==> config.mk <==
export PLATFORM = sky130hd
export DESIGN_NAME = alu_exec_unit
export DESIGN_NICKNAME = d
export VERILOG_FILES = /design/src/rtl/mips_pkg.sv /design/src/rtl/mul_iter.sv /design/src/rtl/alu_exec_unit.sv
export SDC_FILE = /design/constraint.sdc
export NUM_CORES = 1
export LEC_CHECK = 0
export ABC_AREA = 0
export CAP_MARGIN = 15
export CORE_AREA = 2 2 167 169
export CTS_BUF_LIST = sky130_fd_sc_hd__clkbuf_16
export CTS_CLUSTER_DIAMETER = 40
export DETAILED_ROUTE_END_ITERATION = 8
export DIE_AREA = 0 0 169 171
export PLACE_DENSITY = 0.61
export REMOVE_ABC_BUFFERS = 1
export SYNTH_ARGS = -nofsm -noshare
export SYNTH_HDL_FRONTEND = slang
export SYNTH_HIERARCHICAL = 1
export SYNTH_SLANG_ARGS = --single-unit
==> constraint.sdc <==
create_clock -name clk -period 5.71 [get_ports clk]
set_input_delay 0.8565 -clock clk [delete_from_list [all_inputs] [get_ports clk]]
set_output_delay 0.8565 -clock clk [all_outputs]
set_load 0.1 [all_outputs]
Run 1, met2 routing:
Drawn at 1.5 px/micron.
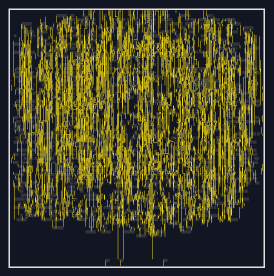
The layer holds 44% of the routed length. The wires run mostly vertical. The longest straight run is 73.9 microns.
post-detailed-routing wire length: 45420 microns
total number of vias: 12810

Run 1, register map, names as in the netlist:
Drawn at 3 px/micron.
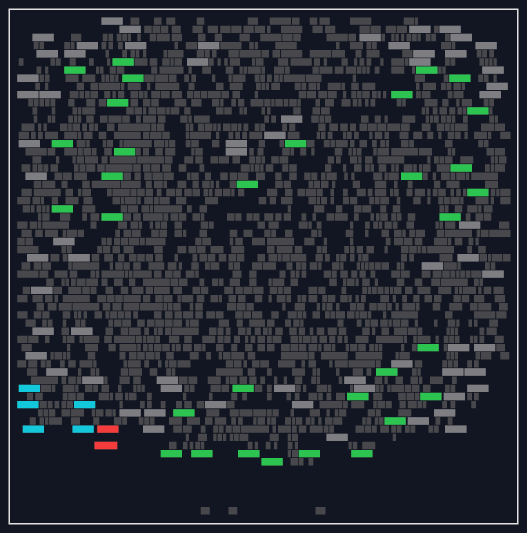
Red marks `u_mul_iter/state_r`, sequential cells 2. Cyan marks `u_mul_iter/cnt_r`, sequential cells 5, where lower left. Green marks `u_mul_iter/product`, sequential cells 32, where spread over the die.
Another 64 sequential cells are not coloured.
sequential fraction of total cell area: 0.1424
Seq power: 765 uW
Post-Route Utilization: 0.5304
FF/Latch Area: 2063 sq um

Run 1, close-up of the layout:
Region (64, 100) to (104, 140) microns. Cells in grey, sequential cells in the stronger grey; small squares are vias.
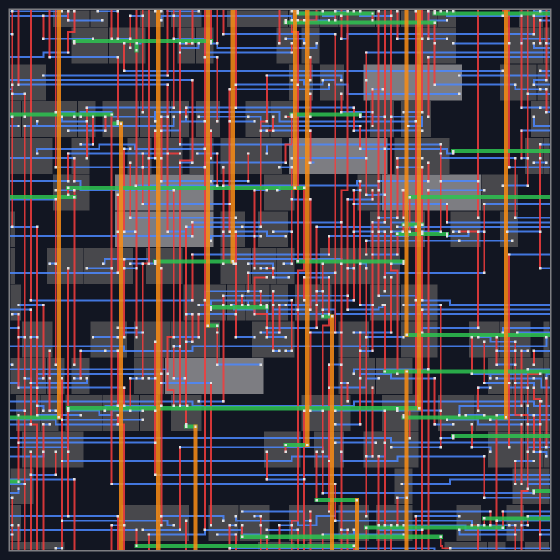
Red marks M2. Orange marks M4. Green marks M3. Blue marks M1.
Sequential cells in the window: 6. Most frequent: buf_4 (17), nand2_1 (12), o21ai_0 (8). 109 logic cells have their middle in the window.

==> impl_results.html <==
<!-- implementation run metrics -->
<table>
<tr><th>Metric</th><th>Value</th></tr>
<tr><th colspan="2">Outcome</th></tr>
<tr><td>Outcome</td><td>finished, final reports clean</td></tr>
<tr><th colspan="2">STA</th></tr>
<tr><td>Final setup viols</td><td>0</td></tr>
<tr><td>Worst Setup Slack, final</td><td>0.03639 ns</td></tr>
<tr><td>Tightest hold margin</td><td>0.4825 ns</td></tr>
<tr><td>Final cycle utilization of the critical path</td><td>0.9936</td></tr>
<tr><td>Final hold vios</td><td>0</td></tr>
<tr><td>Worst-case headroom to the max-slew limit</td><td>0.2337</td></tr>
<tr><td>Setup total negative slack</td><td>0 ns</td></tr>
<tr><td>RSZ-0062 raised after global routing</td><td>true</td></tr>
<tr><td>Final period demand of the worst path</td><td>5.674 ns</td></tr>
<tr><td>Worst Tran Pin Value</td><td>1.149 ns</td></tr>
<tr><th colspan="2">Finish</th></tr>
<tr><td>Area taken by multi-input logic gates</td><td>8442 sq um</td></tr>
<tr><td>Highest-count logic cell in the final layout</td><td>sky130_fd_sc_hd__buf_4</td></tr>
<tr><td>Final sequential cell count</td><td>103</td></tr>
<tr><td>Number of antenna diodes</td><td>0</td></tr>
<tr><td>Cell class with the largest area share</td><td>multi-input combinational cells</td></tr>
<tr><td>Final Net Count</td><td>1928</td></tr>
<tr><td>Area Growth Syn to Fin</td><td>35.78%</td></tr>
<tr><td>Layout filler cell count</td><td>2661</td></tr>
<tr><td>Top Layout Cells</td><td>sky130_fd_sc_hd__buf_4 (246), sky130_fd_sc_hd__nand2_1 (165), sky130_fd_sc_hd__o21ai_0 (152), sky130_fd_sc_hd__nor2_1 (123), sky130_fd_sc_hd__a21oi_1 (121)</td></tr>
<tr><td>Ratio of cells with drive above 1 in the final layout</td><td>0.2370</td></tr>
<tr><td>Final standard cell count with taps included and fillers excluded</td><td>2110</td></tr>
<tr><td>Data-path buffer share of cell area in the final layout</td><td>0.2018</td></tr>
<tr><td>Combinational gates</td><td>1221</td></tr>
<tr><td>Fraction of area in multi-input gates</td><td>0.5825</td></tr>
<tr><th colspan="2">Synthesis</th></tr>
<tr><td>Max-area cell share</td><td>0.1932</td></tr>
<tr><td>Main area contributors</td><td>sky130_fd_sc_hd__dfxtp_1 (19%), sky130_fd_sc_hd__ha_1 (11%), sky130_fd_sc_hd__o21ai_0 (7.4%), sky130_fd_sc_hd__a21oi_1 (6.5%), sky130_fd_sc_hd__nand2_1 (5.9%)</td></tr>
<tr><td>Cell Type Count</td><td>89</td></tr>
<tr><td>Synthesis Warnings</td><td>6</td></tr>
<tr><td>Top cell type by instance count after synthesis</td><td>sky130_fd_sc_hd__nand2_1</td></tr>
<tr><td>Fraction of registers with async set/reset</td><td>0</td></tr>
<tr><td>Simple-gate area share of the yosys netlist</td><td>0.2288</td></tr>
<tr><td>Post-synth EDFFs</td><td>0</td></tr>
<tr><td>Synth flops</td><td>103</td></tr>
<tr><td>Mean post-synth cell area</td><td>7.087 sq um</td></tr>
<tr><td>Xor-xnor portion of the synthesized cell area</td><td>0.02954</td></tr>
<tr><td>List of most frequent post-synthesis cells</td><td>sky130_fd_sc_hd__nand2_1 (168), sky130_fd_sc_hd__o21ai_0 (158), sky130_fd_sc_hd__a21oi_1 (138)</td></tr>
<tr><td>Synthesis area per yosys</td><td>10670 sq um</td></tr>
<tr><td>Adders+Majority by Area</td><td>0.1182</td></tr>
<tr><td>Gate Count Post-Synth</td><td>1506</td></tr>
<tr><th colspan="2">Global route</th></tr>
<tr><td>Overall track demand over capacity in global routing</td><td>0.3061</td></tr>
<tr><td>Layer carrying the most global-route usage</td><td>met2</td></tr>
<tr><td>Global-route wire length before repair</td><td>68410 microns</td></tr>
<tr><td>Antenna violations before repair</td><td>0</td></tr>
<tr><th colspan="2">Clocking</th></tr>
<tr><td>Clock-pin slew of the registers on the worst-case setup and hold paths</td><td>0.07 ns</td></tr>
<tr><td>Number of setup buffers added after CTS</td><td>9</td></tr>
<tr><td>Worst skew pair latency</td><td>0.37 ns</td></tr>
<tr><td>Cts bufs inserted</td><td>9</td></tr>
<tr><td>Level count of the clock H-tree</td><td>3</td></tr>
<tr><td>Quantity of gates resized following cts</td><td>113</td></tr>
<tr><td>CTS Root Buffer Type</td><td>sky130_fd_sc_hd__clkbuf_16</td></tr>
<tr><th colspan="2">Detailed routing</th></tr>
<tr><td>Via-per-instance ratio</td><td>6.073</td></tr>
<tr><td>Number of nets still failing antenna checks after routing</td><td>0</td></tr>
<tr><td>DRC</td><td>0</td></tr>
<tr><td>1st-iter DRT viols</td><td>1618</td></tr>
<tr><td>Highest metal used</td><td>met4</td></tr>
<tr><td>Detailed route wirelength on metal3</td><td>3522 microns</td></tr>
<tr><td>Met2 Routed Length</td><td>19870 microns</td></tr>
<tr><td>Detailed-router iteration count before antenna repair</td><td>6</td></tr>
<tr><td>Routed wire length per instance</td><td>21.52 microns</td></tr>
<tr><th colspan="2">Die</th></tr>
<tr><td>Die outline width</td><td>169 microns</td></tr>
<tr><td>FP Rows</td><td>61</td></tr>
<tr><td>Top Ports</td><td>104</td></tr>
<tr><td>Number of tap cells inserted</td><td>346</td></tr>
<tr><td>DIE AREA</td><td>28900 sq um</td></tr>
<tr><td>Core box area</td><td>27320 sq um</td></tr>
<tr><th colspan="2">Critical path</th></tr>
<tr><td>Critical Setup Path Class</td><td>input port to output pin</td></tr>
<tr><td>Register-to-register setup slack</td><td>2.27 ns</td></tr>
<tr><td>Most repeated library cell on the critical path</td><td>sky130_fd_sc_hd__or4_4</td></tr>
<tr><td>Peak per-stage delay on the critical path</td><td>0.52 ns</td></tr>
<tr><td>CP top delay family</td><td>simple AND/OR/NAND/NOR gates</td></tr>
<tr><td>Worst Path Required</td><td>4.85 ns</td></tr>
<tr><td>Total buffers and inverters traversed by the critical path</td><td>2</td></tr>
<tr><td>Critical-path cell list</td><td>clkdlybuf4s50_1 &gt; ha_4 &gt; nand4_1 &gt; or4_4 &gt; a21oi_2 &gt; o21ai_0 &gt; a32o_1 &gt; or3b_1 &gt; or4_1 &gt; or4_4 &gt; nor3_2 &gt; and4b_1 &gt; buf_12</td></tr>
<tr><td>Worst R2R Path Depth</td><td>12</td></tr>
<tr><td>Category of the worst setup path capture point</td><td>output pin</td></tr>
<tr><td>Category of the worst setup path launch point</td><td>input port</td></tr>
<tr><td>Worst-path fanout max</td><td>8</td></tr>
<tr><th colspan="2">Placed design</th></tr>
<tr><td>DPL Wire Length</td><td>33900 microns</td></tr>
<tr><td>Cell count after placement</td><td>2079</td></tr>
<tr><td>GP Congestion</td><td>0.9881</td></tr>
<tr><td>Input/output buffers</td><td>103</td></tr>
<tr><th colspan="2">Power and ir drop</th></tr>
<tr><td>Net Switching</td><td>1.266 mW</td></tr>
<tr><td>Switching Share</td><td>0.4304</td></tr>
<tr><td>Internal power</td><td>1.675 mW</td></tr>
<tr><td>Portion of total power attributed to the clock network</td><td>0.226</td></tr>
<tr><td>Largest Pwr Group</td><td>combinational cells</td></tr>
<tr><td>Power density over the cells</td><td>203.0 nW/um^2</td></tr>
<tr><td>Seq pwr share</td><td>0.260</td></tr>
<tr><th colspan="2">Flow run</th></tr>
<tr><td>Total of max-cap violations</td><td>0</td></tr>
<tr><td>Number of warning messages in the logs</td><td>57</td></tr>
<tr><th colspan="2">Min path</th></tr>
<tr><td>Worst hold path cell count</td><td>2</td></tr>
<tr><td>Kind of path behind the tightest hold check</td><td>flip-flop to flip-flop</td></tr>
</table>
Power is estimated from default activity; no workload was simulated.
